==> images/registers.png <==
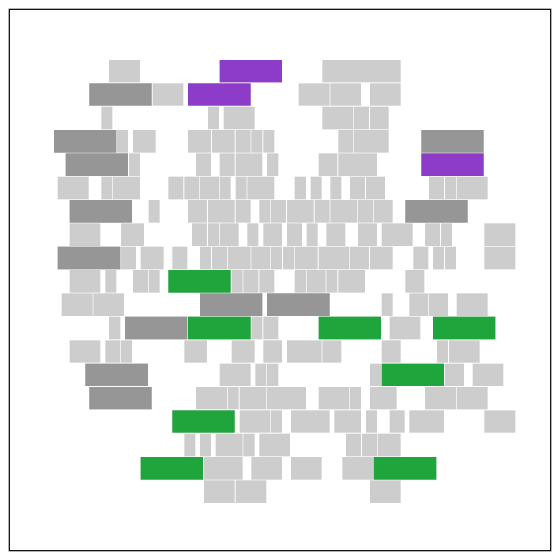
==> images/met2.png <==
Scale bar: 20 um.
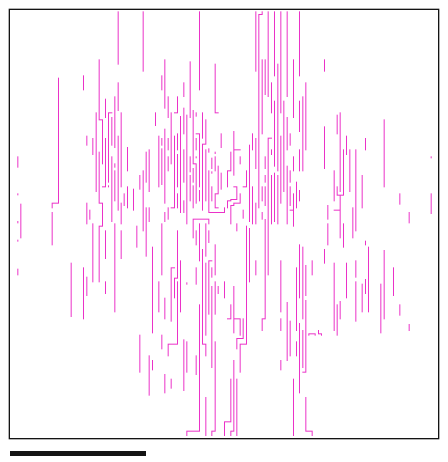
==> images/final_placement.png <==
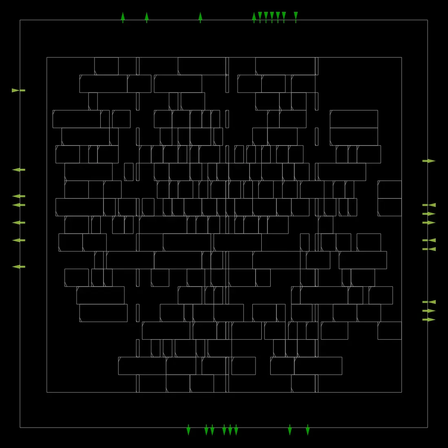
===== config.mk =====
export PLATFORM = sky130hd
export DESIGN_NAME = ctrl_decode_pipe_flat
export DESIGN_NICKNAME = d
export VERILOG_FILES = /design/src/rtl/ctrl_decode_pipe_pkg.sv /design/src/rtl/ctrl_decode_pipe_if.sv /design/src/rtl/ctrl_decode_pipe_decode.sv /design/src/rtl/ctrl_decode_pipe.sv /design/src/flat_wrapper.sv
export SDC_FILE = /design/constraint.sdc
export NUM_CORES = 1
export LEC_CHECK = 0
export CORE_MARGIN = 4
export CORE_UTILIZATION = 40
export CTS_CLUSTER_DIAMETER = 150
export DETAILED_ROUTE_END_ITERATION = 16
export GPL_TIMING_DRIVEN = 0
export HOLD_SLACK_MARGIN = 0.08
export PLACE_DENSITY = 0.72
export SLEW_MARGIN = 0
export SYNTH_ARGS = -nofsm -noshare
export SYNTH_HDL_FRONTEND = slang
export SYNTH_SLANG_ARGS = --single-unit

===== constraint.sdc =====
create_clock -name clk -period 4.95 [get_ports clk]
set_input_delay 0.99 -clock clk [delete_from_list [all_inputs] [get_ports clk]]
set_output_delay 0.99 -clock clk [all_outputs]
set_load 0.1 [all_outputs]

===== src/rtl/ctrl_decode_pipe_pkg.sv =====
// Shared opcode map, ALU op classes and the control bundle carried from DEC into EX.
package ctrl_pkg;

    localparam int ALUOP_PKG_W = 3;

    localparam logic [5:0] OP_RTYPE = 6'b000000;
    localparam logic [5:0] OP_LW    = 6'b100011;
    localparam logic [5:0] OP_SW    = 6'b101011;
    localparam logic [5:0] OP_BEQ   = 6'b000100;
    localparam logic [5:0] OP_ADDI  = 6'b001000;
    localparam logic [5:0] OP_J     = 6'b000010;
    localparam logic [5:0] OP_BNE   = 6'b000101;
    localparam logic [5:0] OP_ANDI  = 6'b001100;
    localparam logic [5:0] OP_ORI   = 6'b001101;
    localparam logic [5:0] OP_SLTI  = 6'b001010;
    localparam logic [5:0] OP_LUI   = 6'b001111;
    localparam logic [5:0] OP_JAL   = 6'b000011;

    localparam logic [ALUOP_PKG_W-1:0] ALU_ADD   = 3'd0;
    localparam logic [ALUOP_PKG_W-1:0] ALU_SUB   = 3'd1;
    localparam logic [ALUOP_PKG_W-1:0] ALU_FUNCT = 3'd2;
    localparam logic [ALUOP_PKG_W-1:0] ALU_AND   = 3'd3;
    localparam logic [ALUOP_PKG_W-1:0] ALU_OR    = 3'd4;
    localparam logic [ALUOP_PKG_W-1:0] ALU_SLT   = 3'd5;
    localparam logic [ALUOP_PKG_W-1:0] ALU_LUI   = 3'd6;

    typedef struct packed {
        logic                   regwrite;
        logic                   memtoreg;
        logic                   memwrite;
        logic                   branch;
        logic                   bne;
        logic                   jump;
        logic                   link;
        logic                   alusrc;
        logic                   zeroext;
        logic                   regdst;
        logic [ALUOP_PKG_W-1:0] aluop;
        logic                   illegal;
    } ctrl_t;

    localparam ctrl_t CTRL_BUBBLE = '0;

    // Opcodes that only exist when the extended ISA is built in.
    function automatic logic is_ext_op(input logic [5:0] opcode);
        return (opcode == OP_BNE)  || (opcode == OP_ANDI) || (opcode == OP_ORI) ||
               (opcode == OP_SLTI) || (opcode == OP_LUI)  || (opcode == OP_JAL);
    endfunction

endpackage


===== src/rtl/ctrl_decode_pipe_if.sv =====
// DEC-side request and EX-side control outputs of the decode pipe stage.
interface ctrl_decode_pipe_if #(
    parameter int ALUOP_W = 3,
    parameter int CNT_W   = 8
);
    logic [5:0]         opcode_DEC;
    logic               valid_DEC;
    logic               stall_EX;
    logic               flush_EX;

    logic               regwrite_EX;
    logic               memtoreg_EX;
    logic               memwrite_EX;
    logic               branch_EX;
    logic               bne_EX;
    logic               jump_EX;
    logic               link_EX;
    logic               alusrc_EX;
    logic               zeroext_EX;
    logic               regdst_EX;
    logic [ALUOP_W-1:0] aluop_EX;
    logic               valid_EX;
    logic               illegal_EX;
    logic [CNT_W-1:0]   illegal_cnt;

    modport master (
        output opcode_DEC, valid_DEC, stall_EX, flush_EX,
        input  regwrite_EX, memtoreg_EX, memwrite_EX, branch_EX, bne_EX, jump_EX,
               link_EX, alusrc_EX, zeroext_EX, regdst_EX, aluop_EX, valid_EX,
               illegal_EX, illegal_cnt
    );

    modport slave (
        input  opcode_DEC, valid_DEC, stall_EX, flush_EX,
        output regwrite_EX, memtoreg_EX, memwrite_EX, branch_EX, bne_EX, jump_EX,
               link_EX, alusrc_EX, zeroext_EX, regdst_EX, aluop_EX, valid_EX,
               illegal_EX, illegal_cnt
    );

endinterface


===== src/rtl/ctrl_decode_pipe_decode.sv =====
// Combinational main decoder: 6-bit opcode to control bundle.
module ctrl_decode
    import ctrl_pkg::*;
#(
    parameter bit EXT_ISA = 1'b1
) (
    input  logic [5:0] opcode,
    output ctrl_t      ctrl
);

    always_comb begin
        ctrl = CTRL_BUBBLE;
        case (opcode)
            OP_RTYPE: begin
                ctrl.regwrite = 1'b1;
                ctrl.regdst   = 1'b1;
                ctrl.aluop    = ALU_FUNCT;
            end
            OP_LW: begin
                ctrl.regwrite = 1'b1;
                ctrl.memtoreg = 1'b1;
                ctrl.alusrc   = 1'b1;
                ctrl.aluop    = ALU_ADD;
            end
            OP_SW: begin
                ctrl.memwrite = 1'b1;
                ctrl.alusrc   = 1'b1;
                ctrl.aluop    = ALU_ADD;
            end
            OP_BEQ: begin
                ctrl.branch = 1'b1;
                ctrl.aluop  = ALU_SUB;
            end
            OP_ADDI: begin
                ctrl.regwrite = 1'b1;
                ctrl.alusrc   = 1'b1;
                ctrl.aluop    = ALU_ADD;
            end
            OP_J: begin
                ctrl.jump = 1'b1;
            end
            OP_BNE: begin
                ctrl.branch = 1'b1;
                ctrl.bne    = 1'b1;
                ctrl.aluop  = ALU_SUB;
            end
            OP_ANDI: begin
                ctrl.regwrite = 1'b1;
                ctrl.alusrc   = 1'b1;
                ctrl.zeroext  = 1'b1;
                ctrl.aluop    = ALU_AND;
            end
            OP_ORI: begin
                ctrl.regwrite = 1'b1;
                ctrl.alusrc   = 1'b1;
                ctrl.zeroext  = 1'b1;
                ctrl.aluop    = ALU_OR;
            end
            OP_SLTI: begin
                ctrl.regwrite = 1'b1;
                ctrl.alusrc   = 1'b1;
                ctrl.aluop    = ALU_SLT;
            end
            OP_LUI: begin
                ctrl.regwrite = 1'b1;
                ctrl.alusrc   = 1'b1;
                ctrl.aluop    = ALU_LUI;
            end
            OP_JAL: begin
                ctrl.jump     = 1'b1;
                ctrl.link     = 1'b1;
                ctrl.regwrite = 1'b1;
            end
            default: begin
                ctrl.illegal = 1'b1;
            end
        endcase

        // Without the extension those opcodes fall back to the illegal bundle.
        if (!EXT_ISA && is_ext_op(opcode)) begin
            ctrl         = CTRL_BUBBLE;
            ctrl.illegal = 1'b1;
        end
    end

endmodule


===== src/rtl/ctrl_decode_pipe.sv =====
// ID/EX control register around the main decoder, with stall/flush and an
// illegal-opcode counter.
module ctrl_decode_pipe
    import ctrl_pkg::*;
#(
    parameter int ALUOP_W = 3,
    parameter bit EXT_ISA = 1'b1,
    parameter int CNT_W   = 8
) (
    input  logic               clk,
    input  logic               reset_n,
    ctrl_decode_pipe_if.slave  bus
);

    localparam logic [CNT_W-1:0] CNT_MAX = '1;

    ctrl_t            dec_ctrl;
    ctrl_t            ctrl_d, ctrl_q;
    logic             valid_d, valid_q;
    logic [CNT_W-1:0] cnt_d, cnt_q;
    logic             load;

    ctrl_decode #(.EXT_ISA(EXT_ISA)) u_decode (
        .opcode (bus.opcode_DEC),
        .ctrl   (dec_ctrl)
    );

    always_comb begin
        load    = !bus.flush_EX && !bus.stall_EX;
        ctrl_d  = ctrl_q;
        valid_d = valid_q;
        cnt_d   = cnt_q;

        if (bus.flush_EX) begin
            ctrl_d  = CTRL_BUBBLE;
            valid_d = 1'b0;
        end else if (load) begin
            if (bus.valid_DEC) begin
                ctrl_d  = dec_ctrl;
                valid_d = 1'b1;
            end else begin
                ctrl_d  = CTRL_BUBBLE;
                valid_d = 1'b0;
            end
        end

        // Counted only on the cycle the instruction enters EX, so a held
        // instruction is never counted twice.
        if (load && bus.valid_DEC && dec_ctrl.illegal && (cnt_q != CNT_MAX)) begin
            cnt_d = cnt_q + CNT_W'(1);
        end
    end

    always_ff @(posedge clk) begin
        if (!reset_n) begin
            ctrl_q  <= CTRL_BUBBLE;
            valid_q <= 1'b0;
            cnt_q   <= '0;
        end else begin
            ctrl_q  <= ctrl_d;
            valid_q <= valid_d;
            cnt_q   <= cnt_d;
        end
    end

    assign bus.regwrite_EX = ctrl_q.regwrite;
    assign bus.memtoreg_EX = ctrl_q.memtoreg;
    assign bus.memwrite_EX = ctrl_q.memwrite;
    assign bus.branch_EX   = ctrl_q.branch;
    assign bus.bne_EX      = ctrl_q.bne;
    assign bus.jump_EX     = ctrl_q.jump;
    assign bus.link_EX     = ctrl_q.link;
    assign bus.alusrc_EX   = ctrl_q.alusrc;
    assign bus.zeroext_EX  = ctrl_q.zeroext;
    assign bus.regdst_EX   = ctrl_q.regdst;
    assign bus.aluop_EX    = ALUOP_W'(ctrl_q.aluop);
    assign bus.illegal_EX  = ctrl_q.illegal;
    assign bus.valid_EX    = valid_q;
    assign bus.illegal_cnt = cnt_q;

endmodule


===== src/flat_wrapper.sv =====
// flat-port wrapper written by rule: the top's interface ports become plain ports
module ctrl_decode_pipe_flat import ctrl_pkg::*;
#(
    parameter int ALUOP_W = 3,
    parameter bit EXT_ISA = 1'b1,
    parameter int CNT_W   = 8
)
  (clk, reset_n, bus_opcode_DEC, bus_valid_DEC, bus_stall_EX, bus_flush_EX, bus_regwrite_EX, bus_memtoreg_EX, bus_memwrite_EX, bus_branch_EX, bus_bne_EX, bus_jump_EX, bus_link_EX, bus_alusrc_EX, bus_zeroext_EX, bus_regdst_EX, bus_aluop_EX, bus_valid_EX, bus_illegal_EX, bus_illegal_cnt);
  ctrl_decode_pipe_if #(.ALUOP_W(ALUOP_W), .CNT_W(CNT_W)) bus_i ();
  input  logic clk;
  input  logic reset_n;
  input wire logic [$bits(bus_i.opcode_DEC)-1:0] bus_opcode_DEC;
  input wire logic [$bits(bus_i.valid_DEC)-1:0] bus_valid_DEC;
  input wire logic [$bits(bus_i.stall_EX)-1:0] bus_stall_EX;
  input wire logic [$bits(bus_i.flush_EX)-1:0] bus_flush_EX;
  output wire logic [$bits(bus_i.regwrite_EX)-1:0] bus_regwrite_EX;
  output wire logic [$bits(bus_i.memtoreg_EX)-1:0] bus_memtoreg_EX;
  output wire logic [$bits(bus_i.memwrite_EX)-1:0] bus_memwrite_EX;
  output wire logic [$bits(bus_i.branch_EX)-1:0] bus_branch_EX;
  output wire logic [$bits(bus_i.bne_EX)-1:0] bus_bne_EX;
  output wire logic [$bits(bus_i.jump_EX)-1:0] bus_jump_EX;
  output wire logic [$bits(bus_i.link_EX)-1:0] bus_link_EX;
  output wire logic [$bits(bus_i.alusrc_EX)-1:0] bus_alusrc_EX;
  output wire logic [$bits(bus_i.zeroext_EX)-1:0] bus_zeroext_EX;
  output wire logic [$bits(bus_i.regdst_EX)-1:0] bus_regdst_EX;
  output wire logic [$bits(bus_i.aluop_EX)-1:0] bus_aluop_EX;
  output wire logic [$bits(bus_i.valid_EX)-1:0] bus_valid_EX;
  output wire logic [$bits(bus_i.illegal_EX)-1:0] bus_illegal_EX;
  output wire logic [$bits(bus_i.illegal_cnt)-1:0] bus_illegal_cnt;
  assign bus_i.opcode_DEC = bus_opcode_DEC;
  assign bus_i.valid_DEC = bus_valid_DEC;
  assign bus_i.stall_EX = bus_stall_EX;
  assign bus_i.flush_EX = bus_flush_EX;
  assign bus_regwrite_EX = bus_i.regwrite_EX;
  assign bus_memtoreg_EX = bus_i.memtoreg_EX;
  assign bus_memwrite_EX = bus_i.memwrite_EX;
  assign bus_branch_EX = bus_i.branch_EX;
  assign bus_bne_EX = bus_i.bne_EX;
  assign bus_jump_EX = bus_i.jump_EX;
  assign bus_link_EX = bus_i.link_EX;
  assign bus_alusrc_EX = bus_i.alusrc_EX;
  assign bus_zeroext_EX = bus_i.zeroext_EX;
  assign bus_regdst_EX = bus_i.regdst_EX;
  assign bus_aluop_EX = bus_i.aluop_EX;
  assign bus_valid_EX = bus_i.valid_EX;
  assign bus_illegal_EX = bus_i.illegal_EX;
  assign bus_illegal_cnt = bus_i.illegal_cnt;
  ctrl_decode_pipe #(.ALUOP_W(ALUOP_W), .EXT_ISA(EXT_ISA), .CNT_W(CNT_W)) u_core (.clk(clk), .reset_n(reset_n), .bus(bus_i));
endmodule

==> results.txt <==
Physical implementation status

The flow ran to the end, and the final reports show no timing, DRC or antenna violations. The share of the synthesized area in the top cell type stands at 0.382. Clock tree synthesis selected as its root buffer the cell sky130_fd_sc_hd__clkbuf_4. The final-stage net count stands at 195. The floorplan step records an initial core utilization of 0.426. The layout summary lists the proportion of cells stronger than drive strength 1 as 0.0989. VDD sags by at most 0.000169 V. The setup fix buffers added after clock tree synthesis stands at 0. The number of nets in the synthesized netlist is 159. The worst clock skew stands at 0.000665 ns.

In this run the horizontal extent of the chip is 62.9 um. Per the slew report, the remaining headroom to the max-slew limit stands at 0.346. For this design, the CTS-stage hold fixing added 0 buffers.

The critical path endpoint has a required time of 3.96 ns. The clock transition at the registers of the reported paths stands at 0.13 ns. The floorplan step set the die height to about 63 um. The count of nets left with antenna violations once routing finished came out at 0. The cell count of the worst reg-to-reg path stands at 6. For this sky-water flow run, the detailed-routed wirelength per cell is reported as around 14 um.

The critical path's largest stage delay stands at 1.18 ns. The maximum clock frequency stands at ~0.34 GHz. The count of non-filler cells in the finished layout stands at 213. The congestion estimate from routability-driven global placement came to 0.901. The number of placed instances with taps included stands at 209. The worst setup path is captured at an output pin.

Per the post-synthesis stats, the area per cell is around 8 um2. The number of inserted diodes stands at 0. The cell sequence reported for the critical path is clkdlybuf4s50_1. In the power breakdown, the biggest contributor is sequential cells. The worst hold path begins at u_core.bus.aluop_EX[2]. The transition time at the pin with the least slew margin stands at around 1 ns. Per the cell usage report, the commonest logic cell in the layout is sky130_fd_sc_hd__clkdlybuf4s50_1.

Checking hold timing, the worst path is listed with class flip-flop to flip-flop. The main area contributors are sky130_fd_sc_hd__dfxtp_1 38%, sky130_fd_sc_hd__nor2_1 5.9%, sky130_fd_sc_hd__a21oi_1 5.4%. The top-level I/O count stands at 34. Setup repair after global routing left no endpoint under its margin. The count of max-cap constraint violations stands at 0. The share of total power dissipated in sequential elements is 0.569. Per the timing report, the most critical flop-to-flop path finishes at u_core.bus.illegal_cnt[5].

Total power normalized to cell area comes to 208 nW/um2. For this run, the final setup violation count is recorded as 0. Before any placement, the netlist area is recorded as 1200 um2. The sequential fraction of the synthesis area stands at 0.382.

The count of library flops with an enable pin stands at 0. The clock passes through at most 2 buffers. The layout report lists the multi-input gate area as 686 um2. The worst setup path is launched from a flip-flop. For this design, the sink count on the clock tree is 23.

The clock-net power stands at 0.0885 mW. The power share of the clock group stands at 0.269. The post-detailed-placement half-perimeter wirelength stands at between 2 and 2.5 mm.

Sorting the synthesized cells by how often they occur yields 23 x sky130_fd_sc_hd__dfxtp_1, 19 x sky130_fd_sc_hd__nor2_1, 16 x sky130_fd_sc_hd__nand2_1, 13 x sky130_fd_sc_hd__a21oi_1, 7 x sky130_fd_sc_hd__nand2b_1. The power report lists cell-internal power as between 0.2 and 0.25 mW. Data arrives at the worst endpoint at 1.97 ns. The signed area change from the synthesized netlist to the final layout stands at 31.3%.

The routed design shows a via density per instance of 5.52. The CTS H-tree depth stands at 1. Among all flip-flop cells after synthesis, the most frequent one is sky130_fd_sc_hd__dfxtp_1. TritonCTS built the clock tree.

STA shows the worst min-delay path finishing at u_core.bus.aluop_EX[2]. Switching power as a fraction of the total was reported as 0.284. The flip-flop and latch count after synthesis stands at 23.

The pre-antenna-repair detailed-routing pass consisted of 4 iterations. For reference, the final report shows the hold violation count at 0. The number of cells on the worst hold path stands at 2. The number of remaining DRC errors stands at 0. The register with the most flip-flops in the layout has 8 of them. The analysis attributes to cell leakage a power of roughly 0.52 nW. The aggregate global-route resource usage stands at 0.154.

The via count of the first global-routing pass stands at between 1,000 and 1,500. The critical path depth in cells stands at 1. Summing over the stages, the warning tally comes to 26. The worst register-to-register path begins at u_core.bus.illegal_cnt[2]. Buffers inserted during clock tree synthesis total 3. Grouping stages by cell kind, the critical path spends the most delay in buffers and inverters. Per the final report, max-transition violations number 0.

The critical-path maximum fanout stands at 7. Leaving out fill and tap cells, the most frequent cells in the layout are 31 x sky130_fd_sc_hd__clkdlybuf4s50_1, 23 x sky130_fd_sc_hd__dfxtp_1, 19 x sky130_fd_sc_hd__nor2_1. The count of buffers added on input and output ports is 31. The setup total negative slack stands at 0 ns.
Back to the opening pictures, registers.png:
Key: purple = `u_core.bus.aluop_EX` [flops 3]; green = `u_core.bus.illegal_cnt` [flops 8]
Another 12 sequential cells are not colored.
final design utilization: 0.559
area taken by flip-flops and latches: 460 um2
sequential cell power: 0.187 mW

Back to the opening pictures, met2.png:
The wires run mostly vertical. The layer holds 49% of the routed length. 170 nets have wire on it.
grt met2 use: 0.266
overall via count from detail_route: 1,175
total detailed-routing wirelength: 2.96 mm

Back to the opening pictures, final_placement.png:
area of the placeable core: 2830 um2
placement row count: 19
tap cells: 31

[worst max-delay path by stage]
stage / end / startpoint / slack, ns
after floorplan: u_core.bus.illegal_cnt[5] / bus_opcode_DEC[5] / 2.52
after global placement: u_core.bus.illegal_cnt[5] / bus_opcode_DEC[2] / 1.96
after detailed placement: u_core.bus.illegal_cnt[5] / bus_opcode_DEC[2] / 1.94
after CTS: bus_illegal_cnt[2] / u_core.bus.illegal_cnt[2] / 1.98
after global routing: bus_illegal_cnt[2] / u_core.bus.illegal_cnt[2] / 1.93
final: bus_illegal_cnt[2] / u_core.bus.illegal_cnt[2] / 1.99
[area by class of cell]
cell class	count	share of cell area
flip-flops and latches	23	0.291
clock inverters	1	0.00316
inverters	4	0.00949
multi-input cells	111	0.434
plain buffers	9	0.0277
repair buffers	31	0.196
well taps	31	0.0245
clock buffers	3	0.0142
[cell families after synthesis]
| logic type | count (synthesis) | share of synthesized area |
|---|---|---|
| and+or+nand+nor | 73 | 0.337 |
| AOI/OAI and AO/OA | 31 | 0.174 |
| DFF | 23 | 0.382 |
| buffers and inverters | 13 | 0.0488 |
| xor gates and xnor gates | 3 | 0.0218 |
| muxes | 3 | 0.0249 |
| adders and majority gates | 1 | 0.0104 |
[layer usage]
metal,part of all wire,global-route usage,vias to the layer above
met5,0,0,-
met4,0.014,0.0523,0
met3,0.046,0.0324,5
met2,0.49,0.266,37
met1,0.45,0.187,543
li1,-,-,590
[metrics by stage]
stage	setup slack (ns)	hold slack [ns]	instance area [um2]
floorplan	2.52	0.883	1200
global placement	1.96	0.439	1550
detailed placement	1.94	0.445	1550
CTS	1.98	0.463	1580
global route	1.93	0.497	1580
finish	1.99	0.462	1580
Power figures rest on the tool's default switching activity, not on a simulated workload.
